## src/rtl/param_loader.sv

```systemverilog
// Parses framed UART bytes (sync, 18 payload bytes, checksum) into pulse-sequencer
// parameters. The outputs update all at once, and only when a frame's checksum is good.
module param_loader #(
  parameter logic [7:0]  SYNC_BYTE   = 8'hAA,
  parameter int          TIMEOUT_CYC = 500000,
  parameter logic [31:0] DEF_PER     = 32'd4000,
  parameter logic [15:0] DEF_P1      = 16'd30,
  parameter logic [15:0] DEF_DEL     = 16'd200,
  parameter logic [15:0] DEF_P2      = 16'd60,
  parameter logic [7:0]  DEF_NW      = 8'd0,
  parameter logic [15:0] DEF_ND      = 16'd0,
  parameter logic [7:0]  DEF_CP      = 8'd1,
  parameter logic [7:0]  DEF_PBL     = 8'd100,
  parameter logic [15:0] DEF_PBLHF   = 16'd50,
  parameter logic        DEF_BL      = 1'b1
) (
  input  logic        clk,
  input  logic        reset,
  input  logic [7:0]  rx_byte,
  input  logic        rx_valid,
  output logic [31:0] per,
  output logic [15:0] p1wid,
  output logic [15:0] del,
  output logic [15:0] p2wid,
  output logic [7:0]  nut_w,
  output logic [15:0] nut_d,
  output logic [7:0]  cp,
  output logic [7:0]  p_bl,
  output logic [15:0] p_bl_hf,
  output logic        bl,
  output logic        rx_done,
  output logic        frame_err,
  output logic        tmo_err,
  output logic        busy
);

  localparam int              CNT_W     = $clog2(TIMEOUT_CYC + 1);
  localparam int              N_PAYLOAD = 18;
  localparam logic [4:0]      LAST_IDX  = 5'd17;
  localparam logic [CNT_W-1:0] TMO_LAST = CNT_W'(TIMEOUT_CYC - 1);

  typedef enum logic [1:0] {
    IDLE,
    PAYLOAD,
    CHECK
  } state_t;

  state_t           state;
  state_t           state_nxt;
  logic [7:0]       shadow [N_PAYLOAD];
  logic [4:0]       idx;
  logic [7:0]       sum;
  logic [CNT_W-1:0] tmo_cnt;

  logic start_frame;
  logic store_byte;
  logic commit;
  logic reject;
  logic timeout;

  always_ff @(posedge clk or posedge reset) begin
    if (reset) state <= IDLE;
    else       state <= state_nxt;
  end

  // A byte arriving on the cycle the counter would expire wins over the timeout.
  always_comb begin
    state_nxt   = state;
    start_frame = 1'b0;
    store_byte  = 1'b0;
    commit      = 1'b0;
    reject      = 1'b0;
    timeout     = 1'b0;
    case (state)
      IDLE: begin
        if (rx_valid && (rx_byte == SYNC_BYTE)) begin
          start_frame = 1'b1;
          state_nxt   = PAYLOAD;
        end
      end
      PAYLOAD: begin
        if (rx_valid) begin
          store_byte = 1'b1;
          if (idx == LAST_IDX) state_nxt = CHECK;
        end else if (tmo_cnt == TMO_LAST) begin
          timeout   = 1'b1;
          state_nxt = IDLE;
        end
      end
      CHECK: begin
        if (rx_valid) begin
          if (rx_byte == sum) commit = 1'b1;
          else                reject = 1'b1;
          state_nxt = IDLE;
        end else if (tmo_cnt == TMO_LAST) begin
          timeout   = 1'b1;
          state_nxt = IDLE;
        end
      end
      default: state_nxt = IDLE;
    endcase
  end

  always_ff @(posedge clk or posedge reset) begin
    if (reset) begin
      idx     <= '0;
      sum     <= '0;
      tmo_cnt <= '0;
    end else begin
      if (start_frame) begin
        idx     <= '0;
        sum     <= '0;
        tmo_cnt <= '0;
      end else if (state != IDLE) begin
        tmo_cnt <= rx_valid ? '0 : tmo_cnt + 1'b1;
      end
      if (store_byte) begin
        idx <= idx + 5'd1;
        sum <= sum + rx_byte;
      end
    end
  end

  always_ff @(posedge clk or posedge reset) begin
    if (reset) begin
      for (int i = 0; i < N_PAYLOAD; i++) shadow[i] <= '0;
    end else if (store_byte) begin
      shadow[idx] <= rx_byte;
    end
  end

  // Payload fields are big-endian, laid out back to back in the shadow bytes.
  always_ff @(posedge clk or posedge reset) begin
    if (reset) begin
      per     <= DEF_PER;
      p1wid   <= DEF_P1;
      del     <= DEF_DEL;
      p2wid   <= DEF_P2;
      nut_w   <= DEF_NW;
      nut_d   <= DEF_ND;
      cp      <= DEF_CP;
      p_bl    <= DEF_PBL;
      p_bl_hf <= DEF_PBLHF;
      bl      <= DEF_BL;
    end else if (commit) begin
      per     <= {shadow[0], shadow[1], shadow[2], shadow[3]};
      p1wid   <= {shadow[4], shadow[5]};
      del     <= {shadow[6], shadow[7]};
      p2wid   <= {shadow[8], shadow[9]};
      nut_w   <= shadow[10];
      nut_d   <= {shadow[11], shadow[12]};
      cp      <= shadow[13];
      p_bl    <= shadow[14];
      p_bl_hf <= {shadow[15], shadow[16]};
      bl      <= shadow[17][0];
    end
  end

  always_ff @(posedge clk or posedge reset) begin
    if (reset) begin
      rx_done   <= 1'b0;
      frame_err <= 1'b0;
      tmo_err   <= 1'b0;
    end else begin
      rx_done   <= commit;
      frame_err <= reject;
      tmo_err   <= timeout;
    end
  end

  assign busy = (state != IDLE);

endmodule

```

## config.mk

```make
export PLATFORM = sky130hd
export DESIGN_NAME = param_loader
export DESIGN_NICKNAME = d
export VERILOG_FILES = /design/src/rtl/param_loader.sv
export SDC_FILE = /design/constraint.sdc
export NUM_CORES = 1
export LEC_CHECK = 0
export CAP_MARGIN = 15
export CORE_ASPECT_RATIO = 2
export CORE_MARGIN = 2
export CORE_UTILIZATION = 40
export DETAILED_ROUTE_END_ITERATION = 8
export GPL_ROUTABILITY_DRIVEN = 0
export PLACE_DENSITY_LB_ADDON = 0.15
export SYNTH_ARGS = -nofsm -noshare
export SYNTH_HDL_FRONTEND = slang
export SYNTH_SLANG_ARGS = --single-unit
```

## constraint.sdc

```tcl
create_clock -name clk -period 9.9 [get_ports clk]
set_input_delay 1.485 -clock clk [delete_from_list [all_inputs] [get_ports clk]]
set_output_delay 1.485 -clock clk [all_outputs]
set_load 0.01 [all_outputs]
```

Run 1, cells by drive strength:
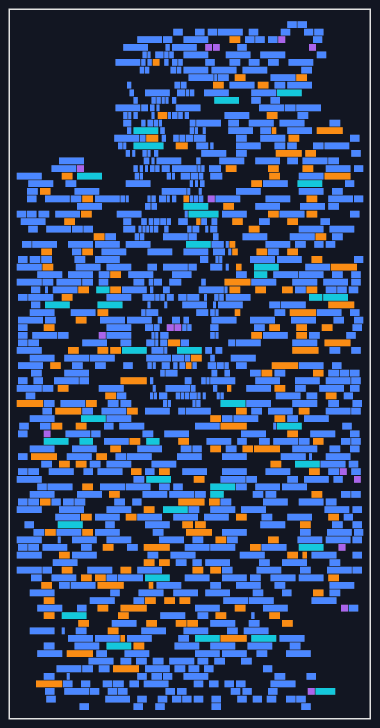
[drive 6 and up] cyan | cells: 37
[drive 3 to 4] purple | cells: 15
[drive 1 or less] blue | cells: 810
[drive 2] orange | cells: 174
layout-stage area growth over the synthesis result: 23.0%
worst path setup slack after routing: 6.25 ns
final cell area excluding filler cells: 15,400 µm²
Buffers excl. clock: 164

Run 1, metal 3:
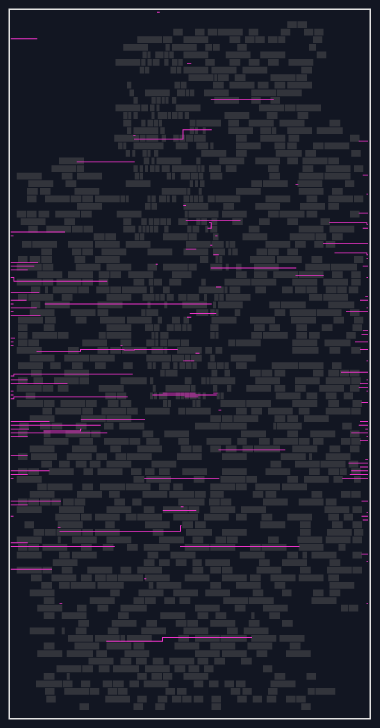
longest straight run: 59.6 µm
main direction: horizontal
share of all routed wire: 4.0%
via total after detailed routing: 7,329
met3 usage: 2.99%
total routed wirelength: 28,500 µm

Run 1, gate-type map:
Scale bar: 50 µm.
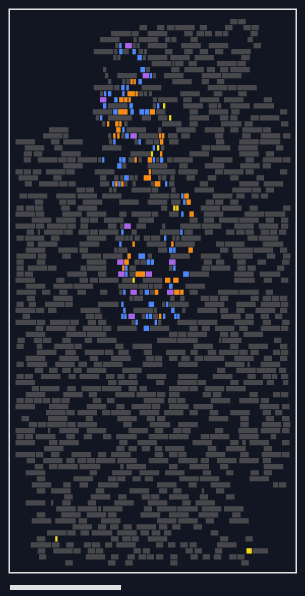
[XOR/XNOR gates] purple | cells: 12
[NAND gates] blue | cells: 70
[inverters] yellow | cells: 9
[NOR gates] orange | cells: 42

## run 1: state kept, by name, indices dropped and copies added (netlist names), 16 cells and up
register and cells:
tmo_cnt 19, per 32, p2wid 16, p1wid 16
p_bl_hf 16, nut_d 16, shadow 137, del 16
## run 1: cell usage after synthesis (5+ instances only)
master | count | area (µm²)
sky130_fd_sc_hd__dfstp_2 | 25 | 657
sky130_fd_sc_hd__nor3_1 | 6 | 30.0
sky130_fd_sc_hd__and3_1 | 8 | 50.1
sky130_fd_sc_hd__o21ai_1 | 27 | 135
sky130_fd_sc_hd__xor2_1 | 8 | 70.1
sky130_fd_sc_hd__nand4_1 | 7 | 43.8
sky130_fd_sc_hd__dfrtp_1 | 286 | 7160
sky130_fd_sc_hd__clkbuf_1 | 17 | 63.8
sky130_fd_sc_hd__buf_2 | 24 | 120
sky130_fd_sc_hd__inv_1 | 9 | 33.8
sky130_fd_sc_hd__mux2_2 | 131 | 1480
sky130_fd_sc_hd__a21oi_1 | 14 | 70.1
sky130_fd_sc_hd__ha_1 | 16 | 200
sky130_fd_sc_hd__mux2_1 | 143 | 1610
sky130_fd_sc_hd__nand3_1 | 18 | 90.1
sky130_fd_sc_hd__nor2_1 | 19 | 71.3
sky130_fd_sc_hd__nor2_2 | 5 | 31.3
sky130_fd_sc_hd__nor3b_1 | 5 | 37.5
sky130_fd_sc_hd__nand2_1 | 40 | 150
sky130_fd_sc_hd__o21ai_0 | 13 | 65.1
## run 1: where the power goes
part | switching [W] | internal [W] | leakage (nW)
combinational | 0.000149 | 0.0000998 | 2.83
clock | 0.000487 | 0.000596 | 0.446
sequential | 0.0000378 | 0.00133 | 4.23
total | 0.000673 | 0.00202 | 7.51
## run 1: cells by family (layout without fill, tap and decap cells)
family / count (synthesis) / after routing / synth area share (%)
buffers and inverters: 51 / 224 / 1.78
AND/OR/NAND/NOR: 126 / 126 / 5.23
multiplexers: 274 / 274 / 24.7
XOR/XNOR: 12 / 12 / 0.840
adder cells (fa/ha/maj): 17 / 17 / 1.76
AND-OR/OR-AND: 72 / 72 / 3.27
flip-flops: 311 / 311 / 62.5
## run 1: layer usage
| layer | vias to the layer above | share of wire [%] | track usage, % |
|---|---|---|---|
| met3 | 43 | 4.0 | 2.99 |
| met1 | 3798 | 40 | 21.4 |
| met4 | 0 | 2.6 | 5.65 |
| met5 | - | 0 | 0 |
| li1 | 3352 | - | - |
| met2 | 136 | 53 | 32.1 |
## run 1: final timing paths
check                      startpoint          end
min reg2reg                shadow[71]     p2wid[7]
max reg2reg                  state[1]   shadow[21]
min                        shadow[71]     p2wid[7]
min in group asynchronous       reset  p_bl_hf[12]
max                        rx_byte[1]      del[11]
max in group asynchronous       reset   tmo_cnt[9]
## run 1: through the flow
step                      setup slack, ns  power, W
after global routing                 6.07   0.00282
after CTS                            6.24   0.00274
after floorplan                      4.29   0.00156
after detailed placement             5.65   0.00164
final                                6.25   0.00270
after global placement               5.67   0.00163
## run 1: area by class of cell
type	count	area (µm²)	area share [%]
Clock buffer	41	810	5.26
Inverter	9	37.5	0.244
Timing Repair Buffer	164	1620	10.5
Sequential cell	311	7810	50.8
Tap cell	418	523	3.40
Multi-Input combinational cell	501	4470	29.1
Clock inverter	10	105	0.683
==> out/metrics.yaml, run 1 <==
cts-resized-gates: 0
outcome: "completed"
tritoncts: "done"
drv_slew: 0
hold_ws_ns: 0.475
seq_area_frac_synth_pct: 62.5
port-buffer-count: 151
timing.critical_path.to_type: "flip-flop"
post_drt_via_cell_ratio: 5.04
final_layout_top_logic_cells: "286 x sky130_fd_sc_hd__dfrtp_1, 151 x sky130_fd_sc_hd__clkdlybuf4s50_1, 143 x sky130_fd_sc_hd__mux2_1"
fp_nets: 891
gr-total-overflow: 0
edf_count: 0
timing.slew.headroom_pct: 19.0
drtPass1Iterations: 4
cts_root_buffer: "sky130_fd_sc_hd__clkbuf_16"
antenna-diode-count: 0
finClkSkew_ns: 0.0201
via_count_of_the_first_global_routing_pass: 7644
synth_stat.cells: 863
power_density_nw_per_um2: 175
grt_antenna_before_repair: 0
time_the_final_worst_path_needs_with_i_o_delays_and_setup_ns: 3.65
floorplan.die.width_um: 129
post_cts.repair.setup_buffers: 0
syn_inst: 863
clk_latency_ns: 0.57
drc_errors: 0
worst_hold_path_type: "flip-flop to flip-flop"
crit_type: "input port to flip-flop"
buffer_depth_of_the_longest_clock_path: 3
final_core_util_pct: 49.9
cp.required_ns: 10.35
htree_levels: 1
drt-wirelength-per-cell_um: 19.6
tritoncts_num_sinks: 311
cap_viol_max_count: 0
worst_ir_drop_vdd_mv: 0.147
crit_buf_inv: 3
syn_area_um2: 12500
worstMarginPinSlew_ns: 1.22
crit_path_start_kind: "input port"
reg_to_reg_setup_timing_slack_ns: 7.40
design.die.area_um2: 32800
log.warning_count: 34
path_max_fanout: 79
nFillCells: 2685
tritoncts.num_buffers: 28
==> run 2, diff against run 1 <==
Clock period 9.9 ns to 3.1 ns, I/O delays scaled along.
Run 2, gate-type map:
Scale bar: 50 µm.
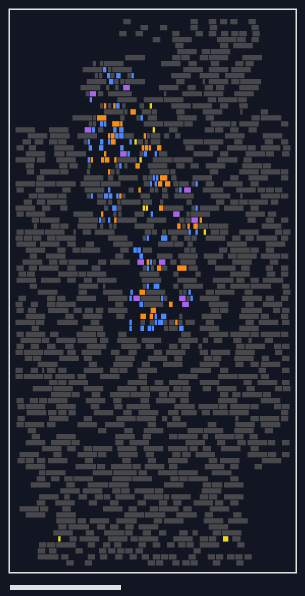
most frequent logic cell in the layout: sky130_fd_sc_hd__dfrtp_1
logic share of the area: 28.7%

==> out/metrics.yaml, run 2 <==
outcome: "completed"
post_drt_via_cell_ratio: 5.11  # +1.4%
reg_to_reg_setup_timing_slack_ns: 0.72  # -6.68 ns
comb_pwr_share_pct: 9.6  # +0.4 points
edf_count: 0  # unchanged
synthTopCellsByCount: "286 x sky130_fd_sc_hd__dfrtp_1, 143 x sky130_fd_sc_hd__mux2_1, 131 x sky130_fd_sc_hd__mux2_2"
syn_area_um2: 12500  # unchanged
finClkSkew_ns: 0.0281  # +0.00799 ns
clock_power_share_pct: 40.8  # +0.6 points
time_the_final_worst_path_needs_with_i_o_delays_and_setup_ns: 2.53
top_cell: "sky130_fd_sc_hd__dfrtp_1"
cts_root_buffer: "sky130_fd_sc_hd__clkbuf_16"
cp.required_ns: 2.63  # -7.72 ns
worstMarginPinSlew_ns: 0.751  # -0.464 ns
final_layout_top_logic_cells: "286 x sky130_fd_sc_hd__dfrtp_1, 151 x sky130_fd_sc_hd__clkdlybuf4s50_1, 143 x sky130_fd_sc_hd__mux2_1"
syn_inst: 863  # unchanged
reg2reg_from: "state[1]"
crit_type: "flip-flop to primary output"
drv_slew: 0  # unchanged
cap_viol_max_count: 0  # unchanged
power_density_nw_per_um2: 565  # +220%
synth_top_cell_by_area: "sky130_fd_sc_hd__dfrtp_1"
drt-wirelength-per-cell_um: 19.9  # +1.8%
via_count_of_the_first_global_routing_pass: 7846  # +2.6%
worst_hold_path_type: "input port to async pin"
fp_nets: 891  # unchanged
worst_ir_drop_vdd_mv: 0.458  # +210%
grt_antenna_before_repair: 0  # unchanged
drc_errors: 0  # unchanged
largest_reg_flops: 137  # unchanged
top_cells_by_area: "sky130_fd_sc_hd__dfrtp_1 57%, sky130_fd_sc_hd__mux2_1 13%, sky130_fd_sc_hd__mux2_2 12%"
timing.critical_path.to_type: "primary output"
drtPass1Iterations: 4  # unchanged
synth_stat.cells: 863  # unchanged
final_core_util_pct: 50.5  # +0.60 points
net_switching_power_w: 0.00217  # +220%
power.switching_fraction_pct: 24.6  # -0.35 points
htree_levels: 1  # unchanged
timing.slew.headroom_pct: 49.9  # +31 points
tritoncts.num_buffers: 28  # unchanged
largest_registers: "shadow x137, per x32, tmo_cnt x19"
clk_latency_ns: 0.57  # about the same
Run 2, cells by drive strength:
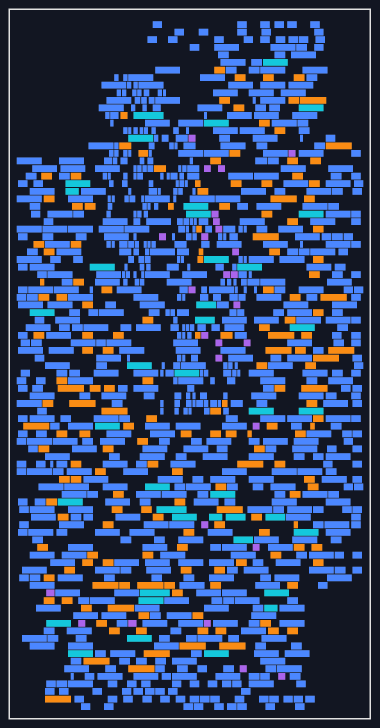
worst path setup slack after routing: 0.574 ns
Buffers excl. clock: 177
final cell area excluding filler cells: 15,600 µm²
layout-stage area growth over the synthesis result: 24.4%

## run 2: cell count changes in the layout (fill, tap and decap cells not counted), moves of 2 or more
cell	change
sky130_fd_sc_hd__buf_12	+4
sky130_fd_sc_hd__clkbuf_8	-3
sky130_fd_sc_hd__clkinv_4	+2
sky130_fd_sc_hd__buf_4	+9
sky130_fd_sc_hd__bufinv_16	+2
## run 2: per-stage QoR
stage / cell area [µm²] / setup TNS, ns / total power [W] / setup WS (ns) / instances
floorplan: 12500 / -434.25 / 0.00499 / -1.49 / 863
global placement: 14600 / 0 / 0.00527 / 0.180 / 1415
detailed placement: 14600 / 0 / 0.00528 / 0.143 / 1415
CTS: 15600 / 0 / 0.00891 / 0.528 / 1467
global route: 15600 / 0 / 0.00921 / 0.477 / 1468
finish: 15600 / 0 / 0.00879 / 0.574 / 1469
## run 2: worst max path at each step
stage / startpoint / end / slack [ns] / depth (start not counted)
5_1_grt: state[0] / busy / 0.48 / 4
6_report: state[0] / busy / 0.57 / 4
3_5_place_dp: rx_byte[1] / per[22] / 0.14 / 6
4_1_cts: state[0] / busy / 0.53 / 4
2_1_floorplan: reset / cp[1] / -1.49 / 1
3_3_place_gp: rx_byte[1] / p_bl_hf[8] / 0.18 / 6
## run 2: cells by family after synthesis
group / count (synthesis) / share of synthesized area, %
DFF: 311 / 62.5
muxes: 274 / 24.7
and+or+nand+nor: 126 / 5.23
AOI/OAI and AO/OA: 72 / 3.27
buffers and inverters: 51 / 1.78
adders and majority gates: 17 / 1.76
xor gates and xnor gates: 12 / 0.840
## run 2: metal layers
layer	global-route usage [%]	vias to the layer above	wire [µm]
li1	-	3382	-
met1	22.3	3951	11800
met2	34.0	137	15800
met3	2.61	35	1000
met4	5.84	0	707
met5	0	-	0
## run 2: cell type report
class / instances / area, µm²
inverters: 9 / 37.5
repair buffers: 177 / 1770
diodes: 1 / 2.50
fillers: 2707 / 15300
well taps: 418 / 523
multi-input cells: 501 / 4470
clock inverters: 13 / 155
flip-flops and latches: 311 / 7810
clock buffers: 39 / 793
## run 2: power groups by stage
stage | Sequential, W | Clock, W | Combinational [W]
6_report | 0.00436 | 0.00359 | 0.000842
3_5_place_dp | 0.00443 | 0 | 0.000850
3_3_place_gp | 0.00443 | 0 | 0.000839
4_1_cts | 0.00436 | 0.00370 | 0.000856
5_1_grt | 0.00438 | 0.00387 | 0.000953
2_1_floorplan | 0.00439 | 0 | 0.000599
==> run 3, diff against run 2 <==
Clock period 3.1 ns to 2.5 ns, I/O delays scaled along.
Run 3, gate-type map:
Scale bar: 50 µm.
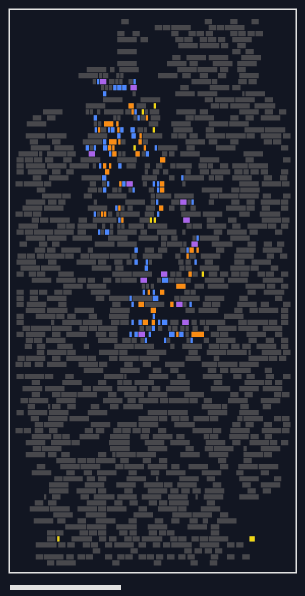
Cell Count, Final, Fillers Out: 1,499
logic share of the area: 28.3%

==> out/metrics.yaml, run 3 <==
outcome: "completed"
synthTopCellsByCount: "286 x sky130_fd_sc_hd__dfrtp_1, 143 x sky130_fd_sc_hd__mux2_1, 131 x sky130_fd_sc_hd__mux2_2"
dp_hpwl_um: 20300
synth_top_cell_by_area: "sky130_fd_sc_hd__dfrtp_1"
port-buffer-count: 151
reg2reg_from: "state[1]"
final_layout_top_logic_cells: "286 x sky130_fd_sc_hd__dfrtp_1, 151 x sky130_fd_sc_hd__clkdlybuf4s50_1, 143 x sky130_fd_sc_hd__mux2_1"
drtPass1Iterations: 4  # unchanged
timing.critical_path.from: "state[0]"
antenna-diode-count: 0  # -1
clk_latency_ns: 0.55  # -0.02 ns
largest_reg_flops: 137  # unchanged
fp_nets: 891  # unchanged
area_growth_pct: 26.7
top_cells_by_area: "sky130_fd_sc_hd__dfrtp_1 57%, sky130_fd_sc_hd__mux2_1 13%, sky130_fd_sc_hd__mux2_2 12%"
comb_pwr_share_pct: 10.8  # +1.2 points
post_drt_via_cell_ratio: 5.01  # -1.9%
syn_inst: 863  # unchanged
worst_hold_path_type: "input port to async pin"
detailedPlace.worstSlack_ns: -0.598  # -0.740 ns
drt-wirelength-per-cell_um: 19.9  # -0.23%
power.switching_fraction_pct: 24.7  # about the same
layout.cells.most_common: "sky130_fd_sc_hd__dfrtp_1"
drv_slew: 0  # unchanged
cap_viol_max_count: 0  # unchanged
via_count_of_the_first_global_routing_pass: 7749  # -1.2%
tritoncts.num_buffers: 27  # -3.6%
grt_max_degree: 83
timing.critical_path.to_type: "primary output"
timing.slew.headroom_pct: 50.1  # +0.18 points
time_the_final_worst_path_needs_with_i_o_delays_and_setup_ns: 2.40
net_switching_power_w: 0.00266  # +23%
reg_to_reg_setup_timing_slack_ns: 0.30  # -0.42 ns
htree_levels: 1  # unchanged
cp-endpoint: "busy"
clock_power_share_pct: 39.2  # -1.6 points
dpl.cell_count: 1449  # +2.4%
nFillCells: 2671  # -1.3%
worst_ir_drop_vdd_mv: 0.483  # +5.5%
final_critical_path_setup_slack_ns: 0.102  # -0.472 ns
finClkSkew_ns: 0.0120  # -0.0161 ns
synth_stat.cells: 863  # unchanged
crit_type: "flip-flop to primary output"
top_cell: "sky130_fd_sc_hd__dfrtp_1"
cts_root_buffer: "sky130_fd_sc_hd__clkbuf_16"
worst_r2r_endpoint: "shadow[119]"
cts-resized-gates: 1
power_density_nw_per_um2: 682  # +21%
Run 3, clock network drawn from the DEF:
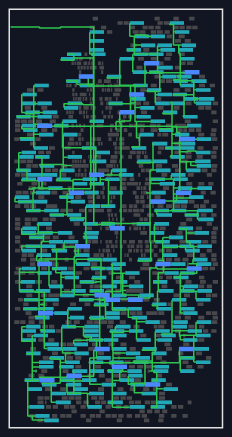
[flip-flops] cyan | count: 311
[clock wires] green | length: 3,810 µm
[cells driving clock nets] blue | count: 27
routed clock nets: 28
flops lie: all over the die

-- run 3: cell counts after synthesis --
No cell type changed its count.
-- run 3: layout make-up --
class | instances | area (µm²) | area share [%]
Clock inverter | 11 | 121 | 0.766
Inverter | 9 | 37.5 | 0.237
Timing Repair Buffer | 210 | 2100 | 13.3
Tap cell | 418 | 523 | 3.30
Multi-Input combinational cell | 501 | 4480 | 28.3
Sequential cell | 311 | 7810 | 49.3
Clock buffer | 39 | 771 | 4.86
-- run 3: layer usage --
layer	global-route usage, %	up-vias	share of wire (%)	routed length, µm
met3	2.34	40	3.3	976
met1	21.8	3871	39	11600
met5	0	-	0	0
li1	-	3442	-	-
met2	34.7	161	55	16400
met4	5.96	0	2.5	758
-- run 3: through the flow --
stage	hold slack, ns	setup TNS, ns	cell area, µm²	total power [W]
floorplan	0.433	-592.86	12500	0.00619
global placement	0.458	-42.84	15000	0.00665
detailed placement	0.460	-42.59	15000	0.00667
CTS	0.201	0	15900	0.0110
global route	0.238	0	15900	0.0113
finish	0.208	0	15900	0.0108
-- run 3: how the worst min path moves through the flow --
stage                 from     endpoint  slack [ns]  depth (start not counted)
3_3_place_gp    shadow[64]     p2wid[0]        0.46                          1
6_report             reset      del[11]        0.21                          2
2_1_floorplan  tmo_cnt[18]  tmo_cnt[18]        0.43                          1
3_5_place_dp   tmo_cnt[18]  tmo_cnt[18]        0.46                          1
5_1_grt              reset   shadow[20]        0.24                          2
4_1_cts              reset   shadow[20]        0.20                          2
-- run 3: cells by family after synthesis --
logic type / after synthesis / synth area share, %
compound gates: 72 / 3.27
xor+xnor: 12 / 0.840
mux: 274 / 24.7
buf+inv: 51 / 1.78
simple gates: 126 / 5.23
fa+ha+maj: 17 / 1.76
flops: 311 / 62.5
-- run 3: worst max-delay path, stage by stage, from the launching register on --
cell                              delay [ns]
sky130_fd_sc_hd__dfrtp_1                0.37
sky130_fd_sc_hd__inv_1                  0.09
sky130_fd_sc_hd__ha_1                   0.25
sky130_fd_sc_hd__inv_1                  0.19
sky130_fd_sc_hd__clkdlybuf4s50_1        0.58
-- run 3: power by group through the flow --
stage | combinational, W | sequential, W | clock [W]
6_report | 0.00117 | 0.00540 | 0.00424
5_1_grt | 0.00130 | 0.00542 | 0.00455
4_1_cts | 0.00119 | 0.00540 | 0.00437
3_5_place_dp | 0.00118 | 0.00549 | 0
3_3_place_gp | 0.00117 | 0.00548 | 0
2_1_floorplan | 0.000742 | 0.00545 | 0
Power and IR drop assume default switching activity.
